**Floorplan with the power grid**

Pins as bars on the die edge.
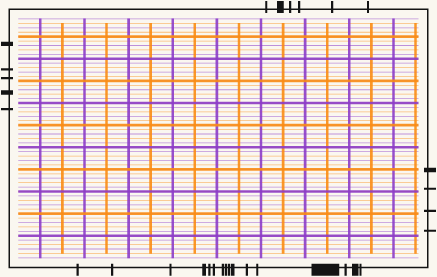
**Placed cells, one colour a class**

Scale bar: 100 um.
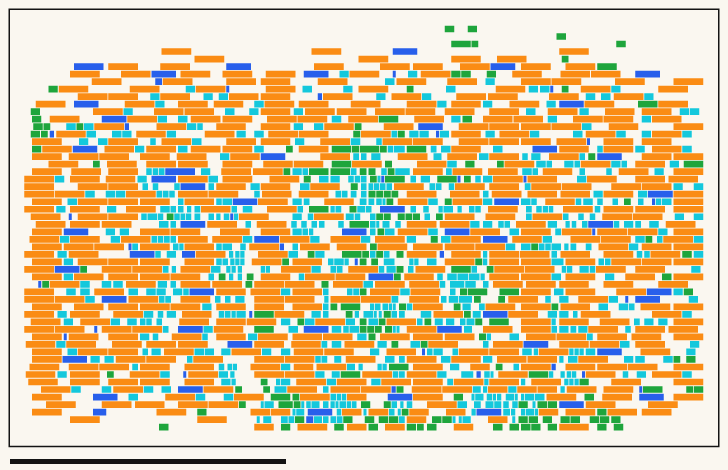
### src/rtl/mem_read_responder.sv
// Word store with a fixed-latency read pipeline, write-wins collision handling,
// read-after-write forwarding and saturating request counters.
module mem_read_responder #(
  parameter int WIDTH        = 16,
  parameter int DEPTH_LOG2   = 5,
  parameter int READ_LATENCY = 2   // legal range 1..4
) (
  input  logic                  Clock,
  input  logic                  Reset,
  input  logic [DEPTH_LOG2-1:0] Address,
  input  logic                  ReadEnable,
  input  logic                  WriteEnable,
  input  logic [WIDTH-1:0]      DataIn,
  output logic [WIDTH-1:0]      DataOut,
  output logic                  DataValid,
  output logic                  Collision,
  output logic [7:0]            ReadCount,
  output logic [7:0]            WriteCount
);

  localparam int DEPTH = 1 << DEPTH_LOG2;

  logic [WIDTH-1:0]      mem        [DEPTH];
  logic                  stage_vld  [READ_LATENCY];
  logic [DEPTH_LOG2-1:0] stage_addr [READ_LATENCY];
  logic [WIDTH-1:0]      stage_data [READ_LATENCY];

  logic rd_accept;
  assign rd_accept = ReadEnable & ~WriteEnable;

  // NOTE: the storage array is deliberately left out of reset so it maps onto
  // plain RAM; only the pipeline and counters are cleared.
  always_ff @(posedge Clock) begin
    if (Reset && WriteEnable)
      mem[Address] <= DataIn;
  end

  // NOTE: all state here uses <= so every stage samples its predecessor's
  // pre-edge value and the pipeline shifts by exactly one stage per clock.
  always_ff @(posedge Clock) begin
    if (!Reset) begin
      for (int i = 0; i < READ_LATENCY; i++) begin
        stage_vld[i]  <= 1'b0;
        stage_addr[i] <= '0;
        stage_data[i] <= '0;
      end
      Collision  <= 1'b0;
      ReadCount  <= '0;
      WriteCount <= '0;
    end else begin
      Collision <= ReadEnable & WriteEnable;
      if (WriteEnable && WriteCount != 8'hFF)
        WriteCount <= WriteCount + 8'd1;
      if (rd_accept && ReadCount != 8'hFF)
        ReadCount <= ReadCount + 8'd1;

      // A read never coincides with a write here, so the array value is current.
      stage_vld[0] <= rd_accept;
      if (rd_accept) begin
        stage_addr[0] <= Address;
        stage_data[0] <= mem[Address];
      end

      // In-flight entries pick up any write to their address as they advance;
      // idle stages keep their data so DataOut holds between reads.
      for (int i = 1; i < READ_LATENCY; i++) begin
        stage_vld[i] <= stage_vld[i-1];
        if (stage_vld[i-1]) begin
          stage_addr[i] <= stage_addr[i-1];
          stage_data[i] <= (WriteEnable && Address == stage_addr[i-1]) ? DataIn
                                                                       : stage_data[i-1];
        end
      end
    end
  end

  assign DataOut   = stage_data[READ_LATENCY-1];
  assign DataValid = stage_vld[READ_LATENCY-1];

endmodule

### config.mk
export PLATFORM = sky130hd
export DESIGN_NAME = mem_read_responder
export DESIGN_NICKNAME = d
export VERILOG_FILES = /design/src/rtl/mem_read_responder.sv
export SDC_FILE = /design/constraint.sdc
export NUM_CORES = 1
export LEC_CHECK = 0
export CORE_ASPECT_RATIO = 0.6
export CORE_MARGIN = 5
export CORE_UTILIZATION = 61
export DETAILED_ROUTE_END_ITERATION = 10
export PLACE_DENSITY = 0.79
export SYNTH_ARGS = -nofsm -noshare
export SYNTH_HDL_FRONTEND = slang
export SYNTH_SLANG_ARGS = --single-unit
### constraint.sdc
create_clock -name Clock -period 3.08 [get_ports Clock]
set_input_delay 0.462 -clock Clock [delete_from_list [all_inputs] [get_ports Clock]]
set_output_delay 0.462 -clock Clock [all_outputs]
set_load 0.03 [all_outputs]
==> impl_metrics.csv <==
group,metric,value,unit
timing,worst_pin_slew,0.840,ns
clock_tree,clkTransAtPathRegs,0.06,ns
clock_tree,cts_resized,0,
synth,synth_area,22200,sq um
timing,worst_slew_margin_rel,44.0,%
synth,ff_type,"edfxtp_1",
cells_and_area,drive_gt1_share,15.6,%
min_path,hp-class,"reg2reg",
synth,synth_cell_type_count,41,
detailed_routing,drt_iter0_drc,2182,
clock_tree,postCtsSetupBuffers,0,
global_routing,grt_pass1_wl,85800,um
floorplanning,dieArea,40500,sq um
timing,fin_worst_skew,0.00741,ns
cells_and_area,syn_to_final_growth,15.7,%
global_routing,overflow,0,
detailed_routing,wl,58200,um
synth,ys_area,22200,sq um
worst_setup_path,crit_start,"Address[4]",
detailed_routing,ant_nets,0,
synth,syn_inst,1289,
placement,dp_hpwl,38300,um
synth,ys_seq_share,75.9,%
synth,top_area_share,74.2,%
detailed_routing,drt_first_pass_iters,6,
timing,setup_violations,0,
worst_setup_path,endpoint,"stage_data[0][5]$_SDFFCE_PN0P_",
synth,synth_area_per_cell,17.2,sq um
timing,fmax,404,MHz
clock_tree,htreeDepth,2,
timing,hold_viol_final,0,
power,p_per_area,593,nW/um^2
worst_setup_path,cp.required,3.49,ns
timing,rsz0062_at_grt,"no",
timing,holdWs,0.509,ns
synth,ys_cells,1289,
detailed_routing,avgRoutedWirePerCell,30.0,um
floorplanning,fp_util,61.5,%
worst_setup_path,cp_max_fo,16,
worst_setup_path,crit_type,"in2reg",
clock_tree,hold_buffers,0,
global_routing,grt_start_max_net_pins,50,
synth,yosys.area.top_type,"edfxtp_1",
clock_tree,cts.sink_count,568,
floorplanning,ioPinCount,59,
worst_setup_path,worstSetupStartpointType,"input pin",
detailed_routing,drc,0,
worst_setup_path,reg2regPathDepth,5,
timing,period_minus_slack,2.47,ns
placement,place.gp.congestion,0.960,
timing,drv_slew,0,
global_routing,antenna_found_initial,1,
cells_and_area,final_cell_mix,"edfxtp_1, mux2i_1, o22ai_1",
worst_setup_path,worstPathArrival,2.88,ns
clock_tree,clk_latency,0.56,ns
cells_and_area,mostFrequentLayoutCell,"edfxtp_1",
synth,ys_warn_count,0,
synth,synth_flop_count,568,
detailed_routing,via_count,13200,
timing,final.period_utilization,80.3,%
synth,synthesis.nets,1316,
min_path,holdPathStages,2,
global_routing,gr-usage-all-layers,28.7,%
detailed_routing,viasPerCell,6.77,
floorplanning,num_rows,54,
cells_and_area,final_nets,1459,
synth,edf_count,549,
clock_tree,cts_tree,"done",
min_path,hold_start,"ReadCount[7]$_SDFFE_PN0P_",
status,status,"finished, final reports clean",
global_routing,grt_pass1_vias,12900,
worst_setup_path,cp-end-kind,"register",
clock_tree,numCtsBuffers,48,
worst_setup_path,worst-r2r-setup-slack,1.15,ns
placement,io_buffer_count,58,
power,leakagePower,8.92,nW
flow_run,tool_warnings,26,
clock_tree,cts_max_path_buffers,3,
clock_tree,root_buffer,"clkbuf_16",
timing,setup_tns,0,ns
worst_setup_path,worstReg2RegStart,"stage_addr[0][1]$_SDFFCE_PN0P_",
synth,async_flop_share,0,%
worst_setup_path,timing.rr.end,"stage_data[0][19]$_SDFFCE_PN0P_",
flow_run,maxCapViolations,0,
cells_and_area,n_antenna_cell,0,
synth,yosys-top-cells-area,"edfxtp_1, mux2i_1, o22ai_1",
About 'floorplan with the power grid':
Key: VSS = purple; VDD = orange
10 straps on met5. The core has 54 rows. 59 signal pins sit on the boundary. 18 straps on met4.
core box area: 36100 sq um
die width: 256 um
Max VDD drop: 0.477 mV

About 'placed cells, one colour a class':
Key: clock drivers and dummy loads = blue [cells 86, share of their area 5.8%]; combinational and other logic = cyan [cells 628, share of their area 20%]; other buffers and delay cells = green [cells 186, share of their area 7.6%]; flops = orange [cells 568, share of their area 67%]
fraction of area in registers: 65.6%
Design Area, Final: 25700 sq um

## where the power goes
group | internal, mW | leakage (nW) | switching (mW)
Sequential | 8.56 | 5.15 | 0.0343
Combinational | 0.324 | 3.06 | 0.573
Clock | 3.13 | 0.709 | 2.62
## metrics by stage
stage	utilization [%]	std cells	worst slack, ns	instance area (sq um)	power [mW]
CTS	71.1	1944	0.729	25700	15.3
detailed placement	67.1	1858	0.127	24300	9.63
floorplan	-	1289	0.205	22200	9.20
finish	71.1	1944	0.608	25700	15.2
global route	71.1	1944	0.579	25700	15.7
global placement	67.1	1858	0.193	24300	9.61
## synthesized netlist by cell type (all sizes together) (3+ instances only)
cell / instances
edfxtp: 549
mux2i: 259
o22ai: 128
buf: 76
nor2: 45
a21oi: 34
nor4: 32
nand3: 21
o21ai: 20
dfxtp: 19
clkbuf: 17
xor2: 9
nand4: 8
nand2: 7
and2: 6
nand4bb: 6
nor2b: 6
nor3: 6
and3: 5
xnor2: 5
nand4b: 4
o211ai: 4
or4b: 4
and4: 3
## logic make-up after synthesis
logic type / count (synthesis) / synth area share, %
buffers and inverters: 95 / 2.45
DFF: 568 / 75.9
AOI/OAI and AO/OA: 189 / 5.09
and+or+nand+nor: 162 / 4.22
adders and majority gates: 2 / 0.113
muxes: 259 / 11.7
xor gates and xnor gates: 14 / 0.552
## registers in the layout, summed over array words and instances, names as in the netlist
register,cells
mem,512
stage_data,32
ReadCount,8
WriteCount,8
stage_addr,5
stage_vld,2
Collision,1
## metal layers
metal / GRT usage (%) / part of all wire [%] / vias up
met3: 6.68 / 13 / 169
met1: 41.7 / 39 / 6551
met2: 45.2 / 45 / 999
li1: - / - / 5446
met4: 7.07 / 3.0 / 0
met5: 0 / 0 / -
## worst max-delay path, stage by stage
cell	delay, ns
clkdlybuf4s50_1	0.90
nand4b_2	0.67
buf_4	0.37
o22ai_1	0.23
nor4_1	0.08
a21oi_1	0.16
## area by class of cell
| type | count | area (sq um) |
|---|---|---|
| inverters | 2 | 7.51 |
| repair buffers | 186 | 1900 |
| multi-input cells | 626 | 4900 |
| fillers | 2201 | 10400 |
| clock inverters | 21 | 149 |
| flip-flops and latches | 568 | 16900 |
| well taps | 476 | 596 |
| clock buffers | 65 | 1310 |
## worst min path at each step
stage	end	slack [ns]
global placement	ReadCount[7]$_SDFFE_PN0P_	0.49
finish	ReadCount[7]$_SDFFE_PN0P_	0.51
global route	stage_addr[0][1]$_SDFFCE_PN0P_	0.55
CTS	ReadCount[7]$_SDFFE_PN0P_	0.51
floorplan	stage_vld[0][1]$_SDFF_PN0_	0.45
detailed placement	ReadCount[7]$_SDFFE_PN0P_	0.50
Power figures rest on the tool's default switching activity, not on a simulated workload.
